<file path="src/rtl/uart_rx_mmio_pkg.sv">
// Shared definitions for the MMIO UART receiver.
// Contents: register offsets relative to BASE, STATUS bit positions,
// and the receive state machine encoding.
package uart_rx_mmio_pkg;

  localparam logic [31:0] OFF_DATA   = 32'd0;
  localparam logic [31:0] OFF_STATUS = 32'd4;

  localparam int ST_AVAIL   = 0;
  localparam int ST_FULL    = 1;
  localparam int ST_OVR     = 2;
  localparam int ST_FERR    = 3;
  localparam int ST_CNT_LSB = 8;
  localparam int ST_CNT_W   = 5;

  typedef enum logic [2:0] {
    IDLE,
    START,
    DATA,
    STOP,
    BREAK
  } rx_state_t;

endpackage

</file>
<file path="src/rtl/uart_rx_mmio_rx_fifo.sv">
// Synchronous byte FIFO, depth 2**FIFO_LOG2, first-word-fall-through output.
// Ports: clk/rst (sync, active-low), push/din write, pop read, dout = head,
// count/full/empty. The caller must not push when full unless popping too.
module rx_fifo #(
  parameter int FIFO_LOG2 = 4
) (
  input  logic                 clk,
  input  logic                 rst,
  input  logic                 push,
  input  logic                 pop,
  input  logic [7:0]           din,
  output logic [7:0]           dout,
  output logic [FIFO_LOG2:0]   count,
  output logic                 full,
  output logic                 empty
);

  localparam int DEPTH = 1 << FIFO_LOG2;
  localparam logic [FIFO_LOG2:0] PTR_ONE = 1;

  logic [7:0]         mem_q [DEPTH];
  logic [7:0]         mem_d [DEPTH];
  logic [FIFO_LOG2:0] wr_q, wr_d;
  logic [FIFO_LOG2:0] rd_q, rd_d;

  always_comb begin
    mem_d = mem_q;
    wr_d  = wr_q;
    rd_d  = rd_q;
    if (push) begin
      mem_d[wr_q[FIFO_LOG2-1:0]] = din;
      wr_d = wr_q + PTR_ONE;
    end
    if (pop) begin
      rd_d = rd_q + PTR_ONE;
    end
  end

  always_ff @(posedge clk) begin
    if (!rst) begin
      wr_q <= '0;
      rd_q <= '0;
    end else begin
      wr_q <= wr_d;
      rd_q <= rd_d;
    end
  end

  // Storage needs no reset; the pointers define what is valid.
  always_ff @(posedge clk) begin
    mem_q <= mem_d;
  end

  // The extra pointer MSB distinguishes full from empty.
  assign count = wr_q - rd_q;
  assign full  = (count == (FIFO_LOG2+1)'(DEPTH));
  assign empty = (count == '0);
  assign dout  = mem_q[rd_q[FIFO_LOG2-1:0]];

endmodule

</file>
<file path="src/rtl/uart_rx_mmio.sv">
// MMIO UART receiver: 8N1 deserialiser feeding a receive FIFO, read via
// DATA (BASE, read pops) and STATUS (BASE+4, W1C flags). Ports: clk, rst
// (sync, active-low), rxd serial in, mem_* bus; reads answer one cycle later.
module uart_rx_mmio
  import uart_rx_mmio_pkg::*;
#(
  parameter int          DIVISOR   = 868,
  parameter int          FIFO_LOG2 = 4,
  parameter logic [31:0] BASE      = 32'hf0000104
) (
  input  logic        clk,
  input  logic        rst,
  input  logic        rxd,
  input  logic        mem_oe,
  input  logic [31:0] mem_addr,
  input  logic [3:0]  mem_we,
  input  logic [31:0] mem_wdata,
  output logic [31:0] mem_rdata,
  output logic        mem_ready
);

  localparam int CW = $clog2(DIVISOR);
  localparam logic [CW-1:0] CNT_HALF = CW'(DIVISOR/2 - 1);
  localparam logic [CW-1:0] CNT_FULL = CW'(DIVISOR - 1);

  logic            sync1_q, rxs_q, rxs_prev_q;
  rx_state_t       state_q, state_d;
  logic [CW-1:0]   cnt_q, cnt_d;
  logic [2:0]      bit_q, bit_d;
  logic [7:0]      sh_q, sh_d;
  logic            ovr_q, ovr_d;
  logic            ferr_q, ferr_d;
  logic            ready_q, ready_d;
  logic [31:0]     rdata_q, rdata_d;

  logic            push_req, ferr_set, ovr_set;
  logic            fifo_push, fifo_pop, fifo_full, fifo_empty;
  logic [7:0]      fifo_dout;
  logic [FIFO_LOG2:0] fifo_count;
  logic            rd_access, wr_access, hit_data, hit_stat;
  logic            clr_ovr, clr_ferr;
  logic [31:0]     status;
  logic            unused_wdata;

  assign unused_wdata = ^{mem_wdata[31:4], mem_wdata[1:0]};

  // Receive state machine
  always_comb begin
    state_d  = state_q;
    cnt_d    = cnt_q;
    bit_d    = bit_q;
    sh_d     = sh_q;
    push_req = 1'b0;
    ferr_set = 1'b0;
    case (state_q)
      IDLE: begin
        if (rxs_prev_q && !rxs_q) begin
          cnt_d   = CNT_HALF;
          state_d = START;
        end
      end
      START: begin
        if (cnt_q == '0) begin
          if (rxs_q) begin
            state_d = IDLE;
          end else begin
            bit_d   = 3'd0;
            cnt_d   = CNT_FULL;
            state_d = DATA;
          end
        end else begin
          cnt_d = cnt_q - 1'b1;
        end
      end
      DATA: begin
        if (cnt_q == '0) begin
          sh_d  = {rxs_q, sh_q[7:1]};
          cnt_d = CNT_FULL;
          if (bit_q == 3'd7) begin
            state_d = STOP;
          end else begin
            bit_d = bit_q + 1'b1;
          end
        end else begin
          cnt_d = cnt_q - 1'b1;
        end
      end
      STOP: begin
        if (cnt_q == '0) begin
          if (rxs_q) begin
            push_req = 1'b1;
            state_d  = IDLE;
          end else begin
            ferr_set = 1'b1;
            state_d  = BREAK;
          end
        end else begin
          cnt_d = cnt_q - 1'b1;
        end
      end
      BREAK: begin
        // A line held low must go high before a new start can be seen.
        if (rxs_q) state_d = IDLE;
      end
      default: state_d = IDLE;
    endcase
  end

  // Bus decode, FIFO control, flags and read response
  always_comb begin
    rd_access = mem_oe && (mem_we == 4'b0000);
    wr_access = mem_oe && (mem_we != 4'b0000);
    hit_data  = (mem_addr == BASE + OFF_DATA);
    hit_stat  = (mem_addr == BASE + OFF_STATUS);

    fifo_pop  = rd_access && hit_data && !fifo_empty;
    // Fullness counts after a same-cycle pop, so push+pop on full succeeds.
    fifo_push = push_req && (!fifo_full || fifo_pop);
    ovr_set   = push_req && fifo_full && !fifo_pop;

    clr_ovr   = wr_access && hit_stat && mem_wdata[ST_OVR];
    clr_ferr  = wr_access && hit_stat && mem_wdata[ST_FERR];
    // Set wins over a coincident clear.
    ovr_d     = (ovr_q  && !clr_ovr)  || ovr_set;
    ferr_d    = (ferr_q && !clr_ferr) || ferr_set;

    status = '0;
    status[ST_AVAIL] = !fifo_empty;
    status[ST_FULL]  = fifo_full;
    status[ST_OVR]   = ovr_q;
    status[ST_FERR]  = ferr_q;
    status[ST_CNT_LSB +: ST_CNT_W] = ST_CNT_W'(fifo_count);

    ready_d = rd_access && (hit_data || hit_stat);
    rdata_d = '0;
    if (rd_access && hit_data && !fifo_empty) begin
      rdata_d = {24'b0, fifo_dout};
    end else if (rd_access && hit_stat) begin
      rdata_d = status;
    end
  end

  always_ff @(posedge clk) begin
    if (!rst) begin
      sync1_q    <= 1'b1;
      rxs_q      <= 1'b1;
      rxs_prev_q <= 1'b1;
      state_q    <= IDLE;
      cnt_q      <= '0;
      bit_q      <= '0;
      sh_q       <= '0;
      ovr_q      <= 1'b0;
      ferr_q     <= 1'b0;
      ready_q    <= 1'b0;
      rdata_q    <= '0;
    end else begin
      sync1_q    <= rxd;
      rxs_q      <= sync1_q;
      rxs_prev_q <= rxs_q;
      state_q    <= state_d;
      cnt_q      <= cnt_d;
      bit_q      <= bit_d;
      sh_q       <= sh_d;
      ovr_q      <= ovr_d;
      ferr_q     <= ferr_d;
      ready_q    <= ready_d;
      rdata_q    <= rdata_d;
    end
  end

  rx_fifo #(.FIFO_LOG2(FIFO_LOG2)) u_fifo (
    .clk   (clk),
    .rst   (rst),
    .push  (fifo_push),
    .pop   (fifo_pop),
    .din   (sh_q),
    .dout  (fifo_dout),
    .count (fifo_count),
    .full  (fifo_full),
    .empty (fifo_empty)
  );

  assign mem_ready = ready_q;
  assign mem_rdata = rdata_q;

endmodule

</file>
<file path="config.mk">
export PLATFORM = sky130hd
export DESIGN_NAME = uart_rx_mmio
export DESIGN_NICKNAME = d
export VERILOG_FILES = /design/src/rtl/uart_rx_mmio_pkg.sv /design/src/rtl/uart_rx_mmio_rx_fifo.sv /design/src/rtl/uart_rx_mmio.sv
export SDC_FILE = /design/constraint.sdc
export NUM_CORES = 1
export LEC_CHECK = 0
export CORE_MARGIN = 2
export CORE_UTILIZATION = 44
export DETAILED_ROUTE_END_ITERATION = 7
export GPL_TIMING_DRIVEN = 0
export PLACE_DENSITY = 0.64
export SYNTH_ARGS = -nofsm -noshare
export SYNTH_HDL_FRONTEND = slang
export SYNTH_SLANG_ARGS = --single-unit
</file>
<file path="constraint.sdc">
create_clock -name clk -period 3.71 [get_ports clk]
set_input_delay 0.742 -clock clk [delete_from_list [all_inputs] [get_ports clk]]
set_output_delay 0.742 -clock clk [all_outputs]
set_load 0.01 [all_outputs]
</file>
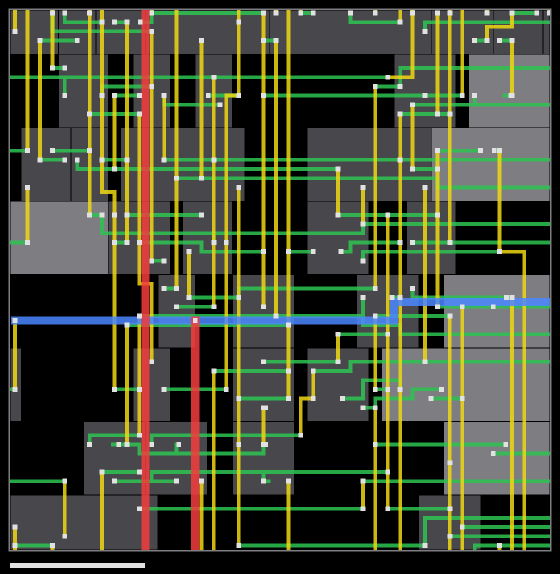
(images/zoom.png)
Bar = 5 um. Region (58, 85) to (78, 105) um. Cells in grey, sequential cells in the stronger grey; small squares are vias.
- met1: green
- met4: red
- met3: blue
- met2: yellow
- most frequent: and3_1 (8), a21oi_1 (4), nand2_1 (4)
- netlist names of flops here include: `u_fifo.mem_q` (1)
- sequential cells in the window: 1
- cells with their middle in the window: 31

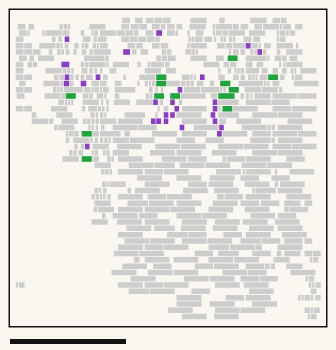
(images/gate_families.png)
Bar = 50 um.
- adder and majority cells: green (cells 13)
- AND and OR gates: purple (cells 28)
highest-count logic cell in the final layout: sky130_fd_sc_hd__edfxtp_1
multi-input gate share of total cell area: 28.4%

==> run_results.csv <==
group,metric,value,unit
outcome,outcome,"complete, no violations",
final_timing,final_critical_path_setup_slack,0.347,ns
power,power.total,4.55,mW
min_path,hold_depth,1,
synth,top_cell_area_share,49.8,%
placed_design,dp_cells,828,
min_path,hold_start,"sync1_q",
setup_path,crit_top_cell,"sky130_fd_sc_hd__clkbuf_2",
synth,yosys-stat-cells,530,
synth,async_flop_share,0,%
setup_path,setup.worst_path.class,"flop to flop",
final_timing,post_route_fraction_of_the_period_consumed_by_the_critical_path,90.7,%
global_route,number_of_antenna_violations_at_the_first_check_in_global_routing,0,
cts,number_of_clock_buffers_inserted_by_tritoncts,17,
synth,leading_post_synthesis_cells_by_cell_area,"sky130_fd_sc_hd__edfxtp_1, sky130_fd_sc_hd__dfxtp_1, sky130_fd_sc_hd__mux4_2, sky130_fd_sc_hd__a21oi_1, sky130_fd_sc_hd__ha_1",
setup_path,worstPathCellList,"clkbuf_2 > clkbuf_2 > inv_1 > ha_1 > nand3b_1 > nor4b_2 > nor2_2 > o31a_2 > buf_2 > and3_1",
power,power_density,494,mW/mm^2
floorplanning,fp-row-count,48,
global_route,first_pass_grt_wire_length,25.3,mm
setup_path,reg2reg_to,"u_fifo.mem_q[31]",
min_path,hold_path_end,"rxs_q",
final_timing,tightestPinTransition,0.675,ns
global_route,first_global_vias,4606,
setup_path,worstSetupStartpointType,"flop",
synth,netlist.top_cell.by_area,"sky130_fd_sc_hd__edfxtp_1",
final_timing,max_slew_margin,55.0,%
route,postRouteWirelength,16.2,mm
route,detailroute.via_count,4676,
power,vdd.ir_drop.worst,0.347,mV
cells_and_area,utilization,53.4,%
cts,cts_hold_repair_buffers,0,
global_route,pin_count_of_the_biggest_net_entering_global_routing,19,
setup_path,crit_path_largest_cell_delay,0.45,ns
cells_and_area,post_layout_nonfiller_instances,860,
setup_path,timing.reg2reg.worst_path_depth,10,
placed_design,placement.setup.worst_slack,-0.411,ns
setup_path,path_delay_family,"simple AND/OR/NAND/NOR gates",
cells_and_area,final_nets,707,
cts,tritoncts_num_sinks,181,
synth,number_of_enable_type_register_cells_in_the_synthesized_netlist,128,
placed_design,place_hpwl,11.5,mm
setup_path,setup.worst_path.start,"u_fifo.rd_q[1]",
final_timing,tns,0,ns
cts,post_cts_repair_timing_setup_buffer_count,0,
setup_path,cp_data_required_time,3.79,ns
setup_path,critical_path.reg2reg.startpoint,"u_fifo.rd_q[1]",
final_timing,report.final.setup_viol,0,
setup_path,r2r_setup_slack,0.35,ns
floorplanning,die_w,136,um
placed_design,place.port_buffers,54,
power,p_leak,3.17,nW
final_timing,clock_skew,0.00874,ns
synth,fraction_of_the_yosys_area_taken_by_sequential_cells,63.6,%
run,drv_cap,0,
synth,ys_seq_elements,181,
floorplanning,chip_area,0.0186,mm^2
cells_and_area,share_of_layout_cells_above_drive_strength_1,18.4,%
synth,syn_area,0.00772,mm^2
final_timing,clock.fmax,297,MHz
floorplanning,io-pin-count,105,
global_route,global_route_overflow,0,
setup_path,endpoint_kind,"flop",
synth,synth.yosys.chip_area,0.00772,mm^2
cells_and_area,antenna-diode-count,0,
final_timing,finalHoldViolCount,0,
setup_path,crit_fanout,10,
synth,synth_area_per_cell,14.6,um^2
final_timing,rsz0062_at_grt,"no",
final_timing,hold_ws,0.410,ns
setup_path,critPathArrivalTime,3.44,ns
synth,synth_top_flop_cell,"sky130_fd_sc_hd__edfxtp_1",
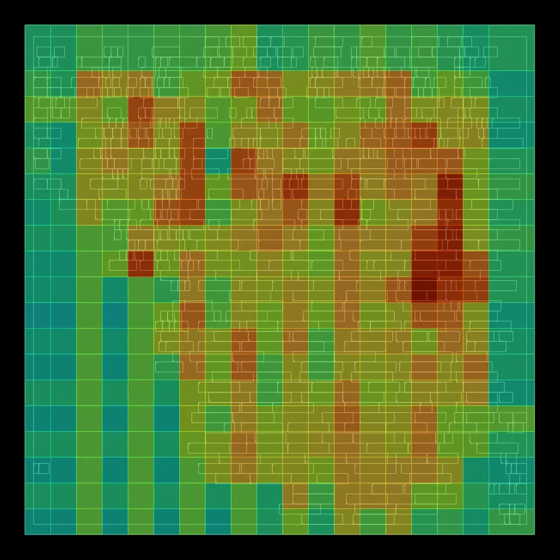
(images/final_congestion.png)
global routing usage summed across all routing layers: 18.4%
WL per Instance: 18.8 um

-- logic make-up after synthesis --
group                      after synthesis  synth area share, %
other                                    1               0.0486
DFF                                    181                 63.6
AOI/OAI and AO/OA                       71                 5.90
buffers and inverters                   55                 3.68
and+or+nand+nor                        157                 11.5
xor gates and xnor gates                 9                 1.02
muxes                                   43                 12.1
adders and majority gates               13                 2.21
-- worst max-delay path by stage --
stage                              to  slack [ns]  cells past startpoint
finish               u_fifo.mem_q[31]        0.35                     10
floorplan           u_fifo.mem_q[100]        0.64                      9
CTS                  u_fifo.mem_q[10]        0.11                      9
global route         u_fifo.mem_q[10]        0.13                     10
global placement    u_fifo.mem_q[101]       -0.63                      9
detailed placement   u_fifo.mem_q[37]       -0.41                      9
-- state kept, by name (all words and copies together), names as in the netlist, 3 cells and up --
name,count
u_fifo.mem_q,128
u_fifo.rd_q,5
state_q,3
u_fifo.wr_q,5
cnt_q,10
mem_rdata,13
sh_q,8
bit_q,3
-- cells in the final DEF, fill, tap and decap left out, types with 4 or more instances in the layout --
cell,n
sky130_fd_sc_hd__nor2b_1,8
sky130_fd_sc_hd__nand2b_1,10
sky130_fd_sc_hd__clkbuf_16,17
sky130_fd_sc_hd__clkbuf_1,12
sky130_fd_sc_hd__nor2_1,25
sky130_fd_sc_hd__o21ai_0,15
sky130_fd_sc_hd__and3_1,14
sky130_fd_sc_hd__nor4_1,6
sky130_fd_sc_hd__ha_1,12
sky130_fd_sc_hd__nand3_1,19
sky130_fd_sc_hd__inv_6,4
sky130_fd_sc_hd__inv_1,14
sky130_fd_sc_hd__xnor2_1,7
sky130_fd_sc_hd__conb_1,19
sky130_fd_sc_hd__clkdlybuf4s50_1,54
sky130_fd_sc_hd__buf_2,6
sky130_fd_sc_hd__edfxtp_1,128
sky130_fd_sc_hd__nand4_1,9
sky130_fd_sc_hd__or3_1,5
sky130_fd_sc_hd__a21oi_1,30
sky130_fd_sc_hd__nor3_1,9
sky130_fd_sc_hd__dfxtp_1,53
sky130_fd_sc_hd__buf_4,19
sky130_fd_sc_hd__nand2_1,28
sky130_fd_sc_hd__mux4_2,40
sky130_fd_sc_hd__a211oi_1,4
-- repair_timing --
action                                  CTS  global route
endpoints found under the hold margin     0             0
resized                                   4             5
endpoints found under the setup margin  128            95
-- routing by layer --
layer | vias up | GRT usage [%] | wire, um
met5 | - | 0 | 0
met4 | 0 | 6.48 | 274
met3 | 16 | 3.50 | 690
met2 | 118 | 30.1 | 8360
met1 | 2349 | 24.6 | 6860
li1 | 2193 | - | -
-- power breakdown --
| part | total, mW | leakage, nW | internal (mW) | switching [mW] |
|---|---|---|---|---|
| clock | 1.76 | 0.275 | 0.998 | 0.766 |
| sequential | 2.23 | 1.61 | 2.18 | 0.0498 |
| combinational | 0.562 | 1.28 | 0.228 | 0.334 |
-- cell type report --
cell class,count,area (um^2),area share (%)
Sequential cell,181,4900,53.2
Multi-Input combinational cell,312,2610,28.4
Timing Repair Buffer,55,546,5.92
Clock buffer,18,429,4.66
Tap cell,225,282,3.06
Buffer,39,228,2.47
Clock inverter,14,150,1.63
Inverter,16,60.1,0.652
No activity file was given, so power comes from the tool's default toggle rates.
